**Run 1: signal wires on met4**

Scale: 2 px per um.
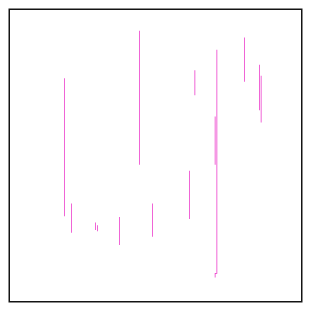
**Run 1: clock routing**

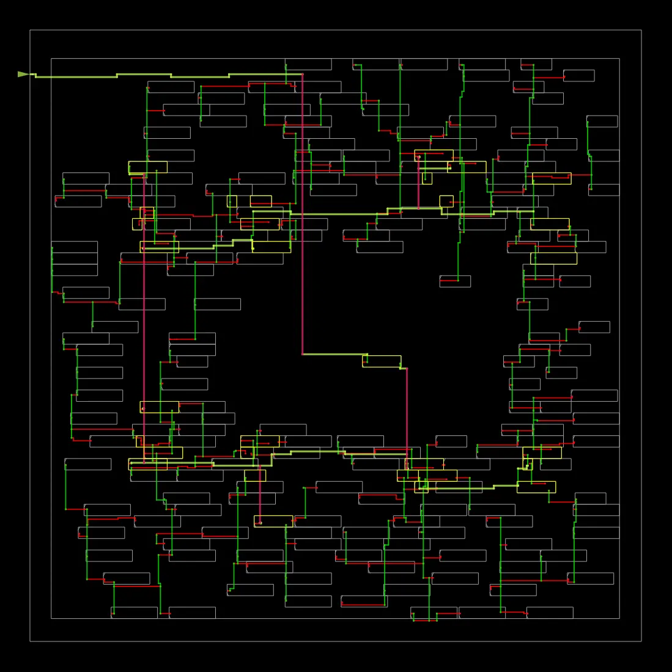
**Run 1: logic cells by family**

Scale: 2 px per um.
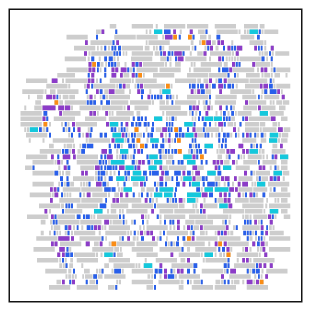
File: src/rtl/key_tone_synth.sv
// Six-voice square-wave key synthesizer: per-key phase accumulators, a fixed-rate
// sample mixer producing an 8-bit unsigned sample, and a PWM stage for the audio pin.
module key_tone_synth #(
  parameter int SAMPLE_DIV = 1136,
  parameter int ACC_BITS   = 24,
  parameter int AMP        = 21,
  parameter int INC0       = 99728,
  parameter int INC1       = 111938,
  parameter int INC2       = 125649,
  parameter int INC3       = 133121,
  parameter int INC4       = 149423,
  parameter int INC5       = 167719
) (
  input  logic       clock_50Mhz,
  input  logic       reset,
  input  logic       enable,
  input  logic [5:0] key_pressed,
  output logic [7:0] sample_out,
  output logic       sample_valid,
  output logic [2:0] voices_active,
  output logic       pwm_out
);

  localparam int CNT_BITS = (SAMPLE_DIV > 1) ? $clog2(SAMPLE_DIV) : 1;
  localparam logic [CNT_BITS-1:0] LAST_COUNT = CNT_BITS'(SAMPLE_DIV - 1);
  localparam logic signed [8:0] AMP_S = 9'(AMP);
  localparam logic [ACC_BITS-1:0] INC_V [6] = '{
    ACC_BITS'(INC0), ACC_BITS'(INC1), ACC_BITS'(INC2),
    ACC_BITS'(INC3), ACC_BITS'(INC4), ACC_BITS'(INC5)
  };

  logic [CNT_BITS-1:0] tickCnt;
  logic                tick;
  logic                tickDly;
  logic [5:0]          nextKeys;
  logic [5:0]          latchedKeys;
  logic [ACC_BITS-1:0] acc [6];
  logic signed [8:0]   mixSum;
  logic signed [8:0]   biased;
  logic [2:0]          popCnt;
  logic [7:0]          sampleNext;
  logic [7:0]          pwmCnt;
  logic [7:0]          pwmCmp;

  assign tick     = (tickCnt == LAST_COUNT);
  assign nextKeys = key_pressed & {6{enable}};

  // Stage-2 mix reads the accumulators and keys that stage 1 just wrote.
  always_comb begin
    mixSum = '0;
    popCnt = '0;
    for (int n = 0; n < 6; n++) begin
      if (latchedKeys[n]) begin
        mixSum = acc[n][ACC_BITS-1] ? (mixSum - AMP_S) : (mixSum + AMP_S);
        popCnt = popCnt + 3'd1;
      end
    end
    biased = mixSum + 9'sd128;
  end

  assign sampleNext = biased[7:0];

  always_ff @(posedge clock_50Mhz) begin
    if (reset) begin
      tickCnt     <= '0;
      tickDly     <= 1'b0;
      latchedKeys <= '0;
      for (int n = 0; n < 6; n++) begin
        acc[n] <= '0;
      end
    end else begin
      tickCnt <= tick ? '0 : (tickCnt + CNT_BITS'(1));
      tickDly <= tick;
      if (tick) begin
        latchedKeys <= nextKeys;
        // A released voice parks at phase 0 so the next press starts cleanly.
        for (int n = 0; n < 6; n++) begin
          acc[n] <= nextKeys[n] ? (acc[n] + INC_V[n]) : '0;
        end
      end
    end
  end

  always_ff @(posedge clock_50Mhz) begin
    if (reset) begin
      sample_out    <= 8'd128;
      sample_valid  <= 1'b0;
      voices_active <= 3'd0;
      pwmCmp        <= 8'd128;
    end else begin
      sample_valid <= tickDly;
      if (tickDly) begin
        sample_out    <= sampleNext;
        voices_active <= popCnt;
        pwmCmp        <= sampleNext;
      end
    end
  end

  always_ff @(posedge clock_50Mhz) begin
    if (reset) begin
      pwmCnt  <= 8'd0;
      pwm_out <= 1'b0;
    end else begin
      pwmCnt  <= pwmCnt + 8'd1;
      pwm_out <= (pwmCnt < pwmCmp);
    end
  end

endmodule

File: config.mk
export PLATFORM = sky130hd
export DESIGN_NAME = key_tone_synth
export DESIGN_NICKNAME = d
export VERILOG_FILES = /design/src/rtl/key_tone_synth.sv
export SDC_FILE = /design/constraint.sdc
export NUM_CORES = 1
export LEC_CHECK = 0
export ABC_AREA = 1
export CAP_MARGIN = 20
export CORE_MARGIN = 5
export CORE_UTILIZATION = 60
export DETAILED_ROUTE_END_ITERATION = 6
export PLACE_DENSITY_LB_ADDON = 0.25
export RECOVER_POWER = 50
export SLEW_MARGIN = 20
export SYNTH_ARGS = -nofsm -noshare
export SYNTH_HDL_FRONTEND = slang
export SYNTH_SLANG_ARGS = --single-unit
File: constraint.sdc
create_clock -name clock_50Mhz -period 6.4 [get_ports clock_50Mhz]
set_input_delay 1.28 -clock clock_50Mhz [delete_from_list [all_inputs] [get_ports clock_50Mhz]]
set_output_delay 1.28 -clock clock_50Mhz [all_outputs]
set_load 0.03 [all_outputs]
==> results.sh, run 1 <==
# source this file to load flow results
export IMPL_run_status="finished clean"
export IMPL_power_net_switching_mw=0.577
export IMPL_fp_row_count=49
export IMPL_logic_family="simple AND/OR/NAND/NOR gates"
export IMPL_period_needed_ps=5720
export IMPL_design_area_um2=12000
export IMPL_setup_tns_final_ps=0
export IMPL_cp_num_buf_inv=7
export IMPL_internal_power_mw=1.91
export IMPL_post_dp_cell_area_um2=11400
export IMPL_max_freq_mhz=175
export IMPL_timing_critical_path_to="pwmCmp[7]"
export IMPL_synth_yosys_seq_area_share_pct=44.8
export IMPL_openroad_warnings=29
export IMPL_cp_top_family="simple AND/OR/NAND/NOR gates"
export IMPL_critPathLaunch="acc[0][23]"
export IMPL_clock_tree_htree_level_count=4
export IMPL_critical_path_reg2reg_startpoint="acc[0][23]"
export IMPL_synth_xor_xnor_area_share_pct=2.62
export IMPL_finish_net_count=1434
export IMPL_comb_power_mw=0.139
export IMPL_clk_path_buf_depth=2
export IMPL_synth_area_um2=11000
export IMPL_start_kind="register"
About 'signal wires on met4':
- nets with wire on the layer: 11
- wire length on this layer: 427 um
- longest straight run: 112 um
routed vias: 8658
total wirelength of the detailed-routed design: 20.6 mm

About 'clock routing':
registers: 177
worst clock skew: 8.57 ps
clock insertion delay at the later pin of the skew report: 430 ps
Clock buffer cells: 21

About 'logic cells by family':
- purple: inverting AOI/OAI gates (cells 230; where all over the die)
- orange: AND and OR gates (cells 20)
- cyan: adder and majority cells (cells 50)
- blue: NAND gates (cells 415)
multi-input logic portion of the cell area: 43.2%
final non-filler cell total: 1616
most instantiated logic cell after routing: sky130_fd_sc_hd__nand2_1

==> inputs of run 2 (changes only) <==
CORE_UTILIZATION = 57   (was 60)
HOLD_SLACK_MARGIN = 0.12   (was default)
clock period = 4.95 ns   (was 6.4 ns; I/O delays follow)
==> results.sh, run 2 <==
# source this file to load flow results
export IMPL_timing_critical_path_to="pwmCmp[7]"
export IMPL_sh_comb_area_pct=43.2
export IMPL_design_area_um2=13000
export IMPL_cp_top_family="simple AND/OR/NAND/NOR gates"
export IMPL_comb_power_mw=0.214
export IMPL_clk_path_buf_depth=2
export IMPL_internal_power_mw=2.45
export IMPL_post_dp_cell_area_um2=11900
export IMPL_start_kind="register"
export IMPL_synth_area_um2=11000
export IMPL_power_net_switching_mw=0.762
export IMPL_routed_wirelength_mm=22.4
export IMPL_setup_ws_ps=-336
export IMPL_critical_path_reg2reg_startpoint="acc[0][23]"
export IMPL_clock_power_share_pct=40.6
export IMPL_syn_avg_cell_area_um2=8.14
export IMPL_slew_violations=75
export IMPL_finalSetupViolations=3
export IMPL_finalNonFillerCells=1723
export IMPL_seq_cell_count=177
export IMPL_fp_util_pct=58.3
export IMPL_synth_edff_count=139
export IMPL_drv_max_cap_violation_count=1
export IMPL_crit_path_max_fanout=5
export IMPL_finish_net_count=1509
export IMPL_inverters=196
export IMPL_dpl_cell_count=1667
export IMPL_layout_top_cell="sky130_fd_sc_hd__nand2_1"
export IMPL_number_of_hold_buffers_added_after_cts=0
export IMPL_cp_num_buf_inv=6
export IMPL_fp_row_count=50
export IMPL_max_freq_mhz=189
export IMPL_critPathLaunch="acc[0][23]"
export IMPL_drt_met1_wl_mm=10.1
export IMPL_logic_family="simple AND/OR/NAND/NOR gates"
export IMPL_failed_checks="capacitance limit, slew limit, setup timing"
export IMPL_run_status="complete, but fails checks"
export IMPL_power_frac_comb_pct=6.7
export IMPL_period_needed_ps=5290
export IMPL_setup_tns_final_ps=-855
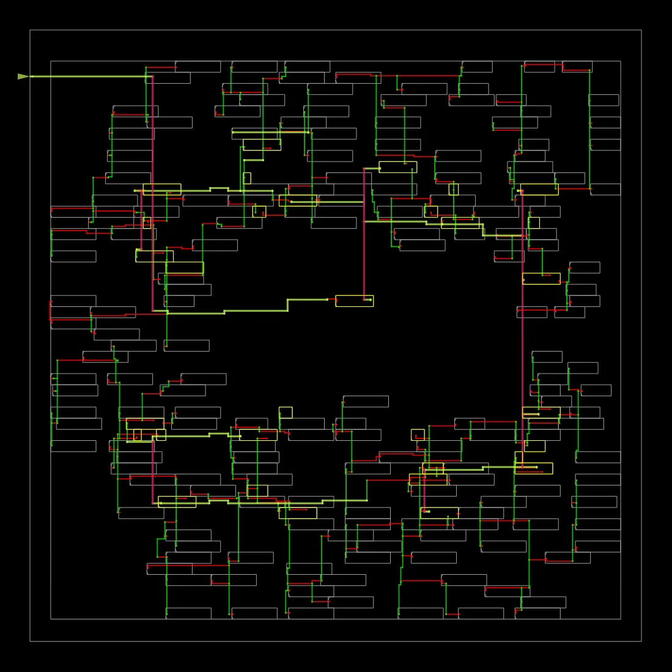
**Above:** run 2 (clock routing).
Clock buffer cells: 22
worst clock skew: 12.6 ps
Clock group: 1.30 mW
clock insertion delay at the later pin of the skew report: 450 ps
TritonCTS sink count: 177

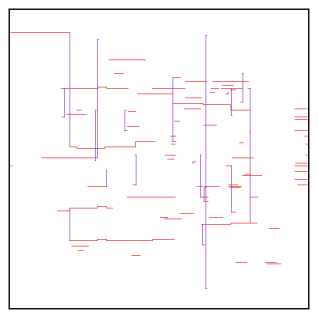
**Above:** run 2 (signal wires by layer).
Scale: 2 px per um. Two of the layers only.
- red: met3 (wire length 706 um)
- purple: met4 (wire length 519 um)
average routed wire per standard cell: 13.0 um
overall global routing resource usage: 19.9%
routed vias: 9072

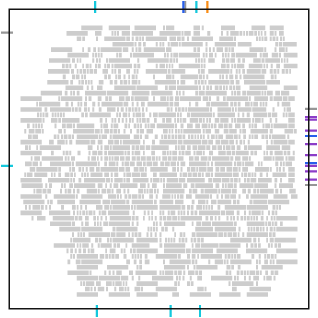
**Above:** run 2 (pin map).
Scale: 2 px per um. Pins as bars across the die edge, other pins in grey.
- purple: `sample_out` (pins 8; direction output; edge right)
- blue: `voices_active` (pins 3; direction output; edge 2 right, 1 top)
- cyan: `key_pressed` (pins 6; direction input; edge 3 bottom, 2 top, 1 left)
- orange: `reset` (pins 1; direction input; edge top)
- all pins by edge: 12 right, 5 top, 3 bottom, 2 left
Die X: 149 um
input/output buffers: 21

==> inputs of run 3 (changes only) <==
CORE_UTILIZATION = 45   (was 57)
clock period = 6.1 ns   (was 4.95 ns; I/O delays follow)
==> results.sh, run 3 <==
# source this file to load flow results
export IMPL_run_status="complete, but fails checks"
export IMPL_failed_checks="capacitance limit, slew limit"
export IMPL_drt_met1_wl_mm=9.91
export IMPL_critical_path_reg2reg_startpoint="acc[0][23]"
export IMPL_fp_row_count=57
export IMPL_comb_power_mw=0.147
export IMPL_inverters=196
export IMPL_clockNetworkPower_mw=1.19
export IMPL_critPathLaunch="acc[0][23]"
export IMPL_clock_buffer_cells=22
export IMPL_skew_ps=10.8
export IMPL_logic_family="simple AND/OR/NAND/NOR gates"
export IMPL_dpl_cell_count=1679
export IMPL_slew_violations=73
export IMPL_design_area_um2=12200
export IMPL_period_needed_ps=5540
export IMPL_crit_path_max_fanout=5
export IMPL_cp_num_buf_inv=6
export IMPL_fp_util_pct=45.4
export IMPL_seqAreaFraction_pct=40.5
export IMPL_syn_avg_cell_area_um2=8.14
export IMPL_drv_max_cap_violation_count=1
export IMPL_clock_latency_ps=430
export IMPL_cts_sinks=177
export IMPL_power_net_switching_mw=0.617
export IMPL_timing_critical_path_to="pwmCmp[7]"
export IMPL_finish_net_count=1436
export IMPL_setup_ws_ps=564
export IMPL_num_antenna_cells=0
export IMPL_drc=0
export IMPL_power_frac_comb_pct=5.4
export IMPL_synth_xor_xnor_area_share_pct=2.62
export IMPL_clock_power_share_pct=43.8
export IMPL_clock_tree_htree_level_count=4
export IMPL_seq_cell_count=177
export IMPL_synth_yosys_seq_area_share_pct=44.8
export IMPL_internal_power_mw=2.09
export IMPL_max_freq_mhz=181
export IMPL_clk_path_buf_depth=2
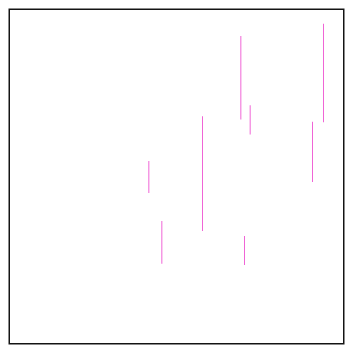
**Above:** run 3 (signal wires on met4).
Scale: 2 px per um.
total wirelength of the detailed-routed design: 19.7 mm
routed vias: 8396

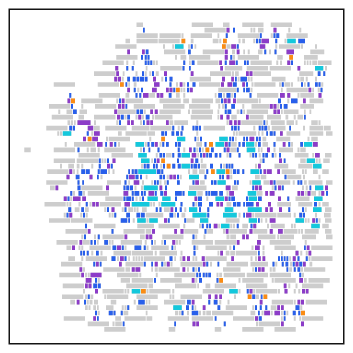
**Above:** run 3 (logic cells by family).
Scale: 2 px per um.
- blue: NAND gates (cells 415)
- cyan: adder and majority cells (cells 50)
- orange: AND and OR gates (cells 20)
- purple: inverting AOI/OAI gates (cells 230)
multi-input logic portion of the cell area: 42.7%
final non-filler cell total: 1714

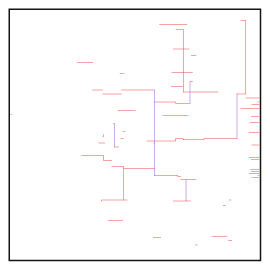
**Above:** run 3 (signal wires by layer).
Scale: 1.5 px per um. Two of the layers only.
- red: met3 (wire length 503 um)
- purple: met4 (wire length 243 um)
average routed wire per standard cell: 11.5 um
overall global routing resource usage: 14.4%

Power and IR drop assume default switching activity.
